### Selected gate families

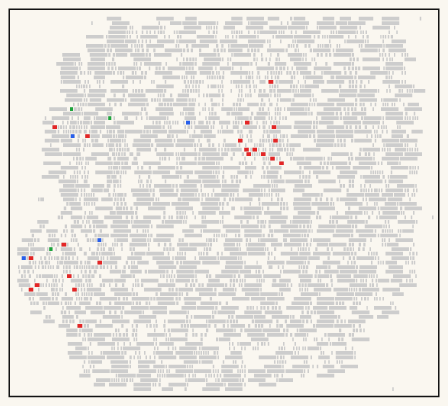
### Signal wires by layer

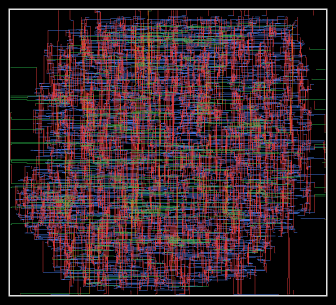
### M2 wires

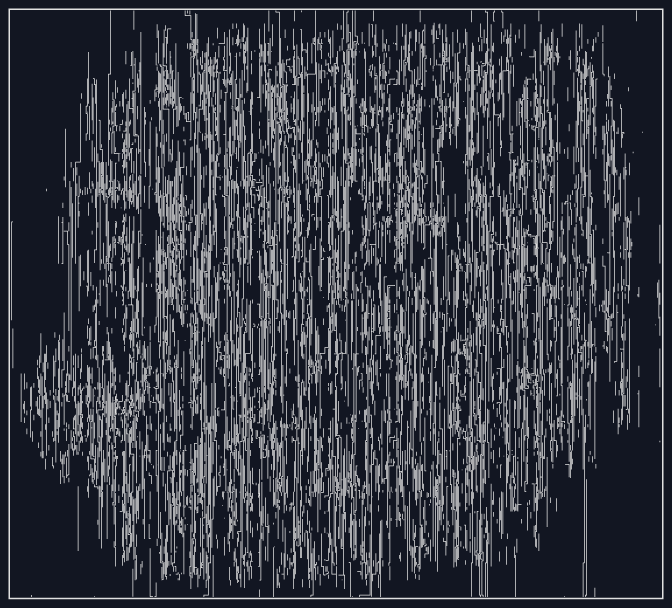
### Congestion heat map

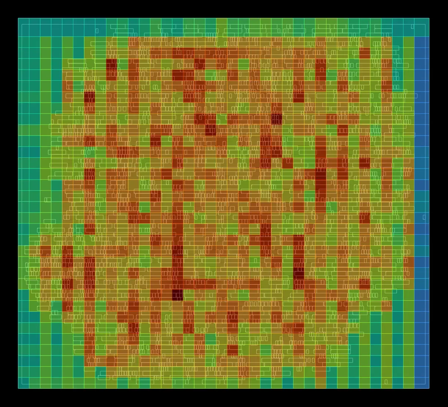
### Local utilization

26 x 23 tiles, from white (low) to dark blue (high), 0 to 100% covered.
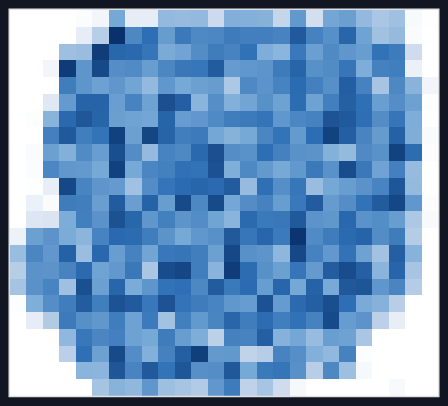
$ cat src/rtl/tdc_channel_fifo.sv
// TDC channel: measures discriminator pulses (start time + time over threshold)
// and queues them in a show-ahead event FIFO with a sticky overflow flag.
package tdc_channel_fifo_pkg;
    typedef enum logic [2:0] {
        CHAN_0 = 3'd0, CHAN_1 = 3'd1, CHAN_2 = 3'd2, CHAN_3 = 3'd3,
        CHAN_4 = 3'd4, CHAN_5 = 3'd5, CHAN_6 = 3'd6, CHAN_7 = 3'd7
    } TDC_CHANNEL;
endpackage

module tdc_channel_fifo
    import tdc_channel_fifo_pkg::*;
#(
    parameter TDC_CHANNEL CHANNEL    = CHAN_0,
    parameter int         TS_WIDTH   = 32,
    parameter int         TOT_WIDTH  = 32,
    parameter int         FIFO_DEPTH = 8,
    parameter int         MIN_TOT    = 1
) (
    input  logic                        clk,
    input  logic                        clear,
    input  logic                        trigger,
    input  logic                        enable,
    input  logic                        rd_en,
    output logic                        hasEvent,
    output logic [TS_WIDTH-1:0]         timestamp,
    output logic [TOT_WIDTH-1:0]        timeOverThreshold,
    output TDC_CHANNEL                  chan,
    output logic                        overflow,
    output logic [$clog2(FIFO_DEPTH):0] fill
);

    localparam int AW = $clog2(FIFO_DEPTH);
    localparam int CW = AW + 1;
    localparam logic [CW-1:0]        DEPTH_C   = CW'(FIFO_DEPTH);
    localparam logic [TOT_WIDTH-1:0] MIN_TOT_C = TOT_WIDTH'(MIN_TOT);
    localparam logic [TOT_WIDTH-1:0] TOT_MAX_C = {TOT_WIDTH{1'b1}};

    localparam logic [0:0] ST_IDLE    = 1'b0;
    localparam logic [0:0] ST_MEASURE = 1'b1;

    logic [TS_WIDTH-1:0]  tb_r;
    logic                 trig_d_r;
    logic [0:0]           state_r;
    logic [TS_WIDTH-1:0]  start_ts_r;
    logic [TOT_WIDTH-1:0] tot_cnt_r;

    logic [TS_WIDTH-1:0]  mem_ts_r  [FIFO_DEPTH];
    logic [TOT_WIDTH-1:0] mem_tot_r [FIFO_DEPTH];
    logic [AW-1:0]        wr_ptr_r;
    logic [AW-1:0]        rd_ptr_r;
    logic [CW-1:0]        count_r;
    logic                 overflow_r;
    logic                 has_event_r;
    logic [TS_WIDTH-1:0]  head_ts_r;
    logic [TOT_WIDTH-1:0] head_tot_r;

    logic                 rise_s;
    logic                 fall_s;
    logic                 push_req_s;
    logic                 pop_s;
    logic                 push_do_s;
    logic [CW-1:0]        next_count_s;
    logic [AW-1:0]        next_rd_s;
    logic [TS_WIDTH-1:0]  next_head_ts_s;
    logic [TOT_WIDTH-1:0] next_head_tot_s;

    assign rise_s     = trigger & ~trig_d_r;
    assign fall_s     = ~trigger & trig_d_r;
    assign push_req_s = ~clear & (state_r == ST_MEASURE) & fall_s & (tot_cnt_r >= MIN_TOT_C);
    assign pop_s      = ~clear & rd_en & (count_r != {CW{1'b0}});
    // A full FIFO still accepts a push when the head leaves in the same cycle.
    assign push_do_s  = push_req_s & ((count_r != DEPTH_C) | pop_s);

    // Time base and trigger history; trig_d resets high so a pulse spanning clear is ignored.
    always_ff @(posedge clk) begin
        if (clear) begin
            tb_r     <= {TS_WIDTH{1'b0}};
            trig_d_r <= 1'b1;
        end else begin
            trig_d_r <= trigger;
            if (enable) begin
                tb_r <= tb_r + {{(TS_WIDTH-1){1'b0}}, 1'b1};
            end
        end
    end

    // Pulse measurement FSM; enable only gates the start of a pulse, never its end.
    always_ff @(posedge clk) begin
        if (clear) begin
            state_r    <= ST_IDLE;
            start_ts_r <= {TS_WIDTH{1'b0}};
            tot_cnt_r  <= {TOT_WIDTH{1'b0}};
        end else begin
            case (state_r)
                ST_IDLE: begin
                    if (rise_s && enable) begin
                        state_r    <= ST_MEASURE;
                        start_ts_r <= tb_r;
                        tot_cnt_r  <= {{(TOT_WIDTH-1){1'b0}}, 1'b1};
                    end
                end
                ST_MEASURE: begin
                    if (fall_s) begin
                        state_r <= ST_IDLE;
                    end else if (trigger && (tot_cnt_r != TOT_MAX_C)) begin
                        tot_cnt_r <= tot_cnt_r + {{(TOT_WIDTH-1){1'b0}}, 1'b1};
                    end
                end
                default: state_r <= ST_IDLE;
            endcase
        end
    end

    // Next occupancy and next head entry, so the show-ahead outputs can be registered.
    always_comb begin
        next_count_s    = count_r;
        next_rd_s       = rd_ptr_r;
        next_head_ts_s  = {TS_WIDTH{1'b0}};
        next_head_tot_s = {TOT_WIDTH{1'b0}};
        case ({push_do_s, pop_s})
            2'b10:   next_count_s = count_r + {{(CW-1){1'b0}}, 1'b1};
            2'b01:   next_count_s = count_r - {{(CW-1){1'b0}}, 1'b1};
            default: next_count_s = count_r;
        endcase
        if (pop_s) begin
            next_rd_s = rd_ptr_r + {{(AW-1){1'b0}}, 1'b1};
        end else begin
            next_rd_s = rd_ptr_r;
        end
        // The new head may be the entry being written this very cycle.
        if (next_count_s == {CW{1'b0}}) begin
            next_head_ts_s  = {TS_WIDTH{1'b0}};
            next_head_tot_s = {TOT_WIDTH{1'b0}};
        end else if (push_do_s && (next_rd_s == wr_ptr_r)) begin
            next_head_ts_s  = start_ts_r;
            next_head_tot_s = tot_cnt_r;
        end else begin
            next_head_ts_s  = mem_ts_r[next_rd_s];
            next_head_tot_s = mem_tot_r[next_rd_s];
        end
    end

    // Event storage; contents need no reset since occupancy governs validity.
    always_ff @(posedge clk) begin
        if (push_do_s) begin
            mem_ts_r[wr_ptr_r]  <= start_ts_r;
            mem_tot_r[wr_ptr_r] <= tot_cnt_r;
        end
    end

    // FIFO pointers, occupancy, sticky overflow and registered head outputs.
    always_ff @(posedge clk) begin
        if (clear) begin
            wr_ptr_r    <= {AW{1'b0}};
            rd_ptr_r    <= {AW{1'b0}};
            count_r     <= {CW{1'b0}};
            overflow_r  <= 1'b0;
            has_event_r <= 1'b0;
            head_ts_r   <= {TS_WIDTH{1'b0}};
            head_tot_r  <= {TOT_WIDTH{1'b0}};
        end else begin
            if (push_do_s) begin
                wr_ptr_r <= wr_ptr_r + {{(AW-1){1'b0}}, 1'b1};
            end
            if (push_req_s && !push_do_s) begin
                overflow_r <= 1'b1;
            end
            rd_ptr_r    <= next_rd_s;
            count_r     <= next_count_s;
            has_event_r <= (next_count_s != {CW{1'b0}});
            head_ts_r   <= next_head_ts_s;
            head_tot_r  <= next_head_tot_s;
        end
    end

    assign hasEvent          = has_event_r;
    assign timestamp         = head_ts_r;
    assign timeOverThreshold = head_tot_r;
    assign chan              = CHANNEL;
    assign overflow          = overflow_r;
    assign fill              = count_r;

endmodule

$ cat config.mk
export PLATFORM = sky130hd
export DESIGN_NAME = tdc_channel_fifo
export DESIGN_NICKNAME = d
export VERILOG_FILES = /design/src/rtl/tdc_channel_fifo.sv
export SDC_FILE = /design/constraint.sdc
export NUM_CORES = 1
export LEC_CHECK = 0
export ABC_AREA = 1
export CORE_ASPECT_RATIO = 0.9
export CORE_MARGIN = 2
export CORE_UTILIZATION = 50
export CTS_CLUSTER_SIZE = 10
export DETAILED_ROUTE_END_ITERATION = 10
export DONT_BUFFER_PORTS = 1
export GPL_ROUTABILITY_DRIVEN = 0
export GPL_TIMING_DRIVEN = 1
export PLACE_DENSITY = 0.65
export REMOVE_ABC_BUFFERS = 1
export SYNTH_ARGS = -nofsm -noshare
export SYNTH_HDL_FRONTEND = slang
export SYNTH_SLANG_ARGS = --single-unit
$ cat constraint.sdc
create_clock -name clk -period 8.2 [get_ports clk]
set_clock_uncertainty 0.15 [all_clocks]
set_input_delay 1.64 -clock clk [delete_from_list [all_inputs] [get_ports clk]]
set_output_delay 1.64 -clock clk [all_outputs]
set_load 0.03 [all_outputs]
==> flow_summary.toml <==
# implementation run metrics
[detailed_routing]
first_iter_violations = 2701
drc = 0
drt-pass1-iter-count = 6
antenna_left = 0
via_per_inst = 5.74

[flow_run]
warnings = 30
maxCapViolCount = 0

[final_timing]
finalSetupViolations = 0
max_slew_margin_pct = 19.6
finalClockPeriodUsage_pct = 66.8
fin_crit_ps = 5480
rsz0062_at_grt = "false"
fmax_mhz = 182
hold_viol_final = 0
worst_pin_slew_ps = 1210
slew_viol_final = 0

[die]
dieArea_um2 = 59900
rows = 83
pin_count = 78
dieHeight_um = 232
die_w_um = 258

[yosys]
ys_warn_count = 0
ff_type = "edfxtp_1"
synth_flops = 686
topCellsByArea = "edfxtp_1 (53%), dfxtp_1 (12%), nand2_1 (9.7%), nand3_1 (9.1%), nor2_1 (4.8%)"
synth_area_um2 = 29000
ys_cells = 2963
edf_count = 512
top_cell = "nand2_1"
top_area_cell = "edfxtp_1"
yosysChipArea_um2 = 29000
synth_cell_types = 38
yosys.stat.seqShare_pct = 65.1
synthArstFlopShare_pct = 0
top_cells_by_count = "nand2_1 (745), nand3_1 (529), edfxtp_1 (512)"
top_cell_area_share_pct = 53.1
syn_inst = 2963
avgSynthCellArea_um2 = 9.78

[grt]
grt_max_degree = 114
groute.usage.overall_pct = 26.5
antenna_found_initial = 0
grt-ovfl-total = 0
grt_pass1_wl_um = 123000
grt_pass1_vias = 20600

[worst_hold_path]
holdCritPathClass = "reg -> reg"
holdPathEnd = "tb_r[27]"
hold_path_depth = 2
hp-start = "tb_r[27]"

[finish]
drive_above_1_share_pct = 5.29
n_fill_cell = 4911
lay_top_cells = "nand2_1 (742), nand3_1 (528), edfxtp_1 (512)"
antenna_cells = 0
final_cell_area_um2 = 31800
nets = 2918
area_growth_pct = 9.63

[worst_setup_path]
crit_chain = "inv_1, nand2_1, nor3_1, nand3_2, ha_1, xor2_1, ha_1, a21o_1, or2_2, nand3_1, nand2_1, inv_1, nor2_1, nand2_2, buf_4, nand2_1, nor2_1"
r2r_start = "tot_cnt_r[0]"
cp-start-kind = "input port"
worstPathRequired_ps = 8580
critPathSlowestCell = "buf_4"
endpoint_kind = "flip-flop"
critical-path-top-cell-by-count = "nand2_1"
critPathMaxFanout = 43
worst-r2r-cell-count = 21
regToRegSetupSlack_ps = 2790
cp.arrival_ps = 5860
r2r-end = "timestamp[25]"
cp_slowest_stage_delay_ps = 640
crit_type = "in -> reg"

[power]
irDropWorstVdd_mv = 0.179
p_leak_nw = 11.5
p_per_area_nw_per_um2 = 221
power_mw = 7.02

[clock_tree]
cts.repair.resized = 0
clock_path_buffers = 3
clkTransAtPathRegs_ps = 50
cts_tree = "yes"
cts_buffers = 79
cts_max_level = 3
postCtsHoldBufs = 0
insertion_delay_ps = 610
cts_root_buf = "clkbuf_16"
clock_sinks = 686
post_cts_buffers = 0

[outcome]
status = "finished clean"

[place]
port-buffer-count = 0
dpl_cell_area_um2 = 29400
dp_hpwl_um = 43200
Back to the opening pictures, 'Selected gate families':
xor and xnor cells -> red  # cells 21
and/or cells -> green  # cells 3
non-inverting ao/oa cells -> blue  # cells 4, where west
most numerous logic cell after layout: nand2_1
Comb area share: 27.8%
final cell count without fillers: 3731

Back to the opening pictures, 'Signal wires by layer':
M1 -> blue  # wire length 33.5 mm
M2 -> red  # wire length 35.9 mm
M3 -> green  # wire length 7790 um
M4 -> orange  # wire length 1740 um
DRT Wirelength: 78900 um
routed length per placed instance: 21.2 um

Back to the opening pictures, 'M2 wires':
nets with wire on the layer = 2086
longest straight run = 76.5 um
DR vias: 21400
met2 GRT Util: 41.9%

Back to the opening pictures, 'Congestion heat map':
GR Layer Usage met3: 5.73%
gr busiest metal: met2
met1 GRT Util: 37.3%

Back to the opening pictures, 'Local utilization':
mean over tiles = 51%
emptiest ninth of the die = south-east
tiles over 75% full = 18%
FP Core Util: 50.7%
core region area: 57100 um^2
Util after Layout: 55.6%

[kinds of logic (layout without fill, tap and decap cells)]
group                    after synthesis  after routing  share of synthesized area, %
buffers and inverters                313            314                          4.76
AND-OR/OR-AND                        202            202                          3.53
adder cells (fa/ha/maj)                9              9                         0.389
other                                  1              3                        0.0129
AND/OR/NAND/NOR                     1731           1731                          25.6
XOR/XNOR                              21             21                         0.635
flip-flops                           686            686                          65.1
[final cells by class]
class | count | area (um^2) | area share, %
Clock buffer | 140 | 2300 | 7.24
Clock inverter | 3 | 33.8 | 0.106
Inverter | 140 | 531 | 1.67
Multi-Input combinational cell | 1966 | 8830 | 27.8
Sequential cell | 686 | 18900 | 59.4
Tap cell | 765 | 957 | 3.01
Timing Repair Buffer | 31 | 245 | 0.772
[metrics by stage]
| step | TNS (ps) | util [%] | cells | setup slack, ps | hold WS [ps] |
|---|---|---|---|---|---|
| 6_report | 0 | 55.6 | 3731 | 2720 | 336 |
| 4_1_cts | 0 | 55.6 | 3731 | 2780 | 340 |
| 2_1_floorplan | -80130 | - | 2792 | -323 | 296 |
| 3_5_place_dp | 0 | 51.5 | 3588 | 2180 | 330 |
| 3_3_place_gp | 0 | 51.5 | 3588 | 2320 | 323 |
| 5_1_grt | 0 | 55.6 | 3731 | 2550 | 370 |
[flip-flops by register name (all words and copies together), names as in the netlist, 4 cells and up]
signal and cells:
tot_cnt_r 32, mem_ts_r 256, fill 4, mem_tot_r 256, timeOverThreshold 32, tb_r 32, start_ts_r 32, timestamp 32
[metal layers]
| layer | vias to the layer above | track usage, % | wire length [um] |
|---|---|---|---|
| li1 | 9936 | - | - |
| met1 | 10300 | 37.3 | 33500 |
| met2 | 1066 | 41.9 | 35900 |
| met3 | 129 | 5.73 | 7790 |
| met4 | 0 | 7.12 | 1740 |
| met5 | - | 0 | 0 |
[worst max-delay path: cells and delay by family]
family / cells / cell delay [ps]
AND/OR/NAND/NOR: 10 / 2220
adder cells (fa/ha/maj): 2 / 770
AND-OR/OR-AND: 1 / 170
XOR/XNOR: 1 / 200
buffers and inverters: 3 / 810
[how the worst max path moves through the flow]
stage	from	depth (start not counted)	to	slack (ps)
floorplan	trigger	7	mem_tot_r[2][0]	-320
global placement	rd_en	17	timeOverThreshold[8]	2320
detailed placement	rd_en	17	timestamp[4]	2180
CTS	rd_en	17	timestamp[25]	2780
global route	trigger	17	timestamp[25]	2550
finish	trigger	17	timestamp[25]	2720
[power breakdown]
part / internal, mW / switching [mW] / total, mW
combinational: 0.0158 / 0.0533 / 0.0691
clock: 1.89 / 1.33 / 3.22
sequential: 3.70 / 0.0212 / 3.73
total: 5.61 / 1.41 / 7.02
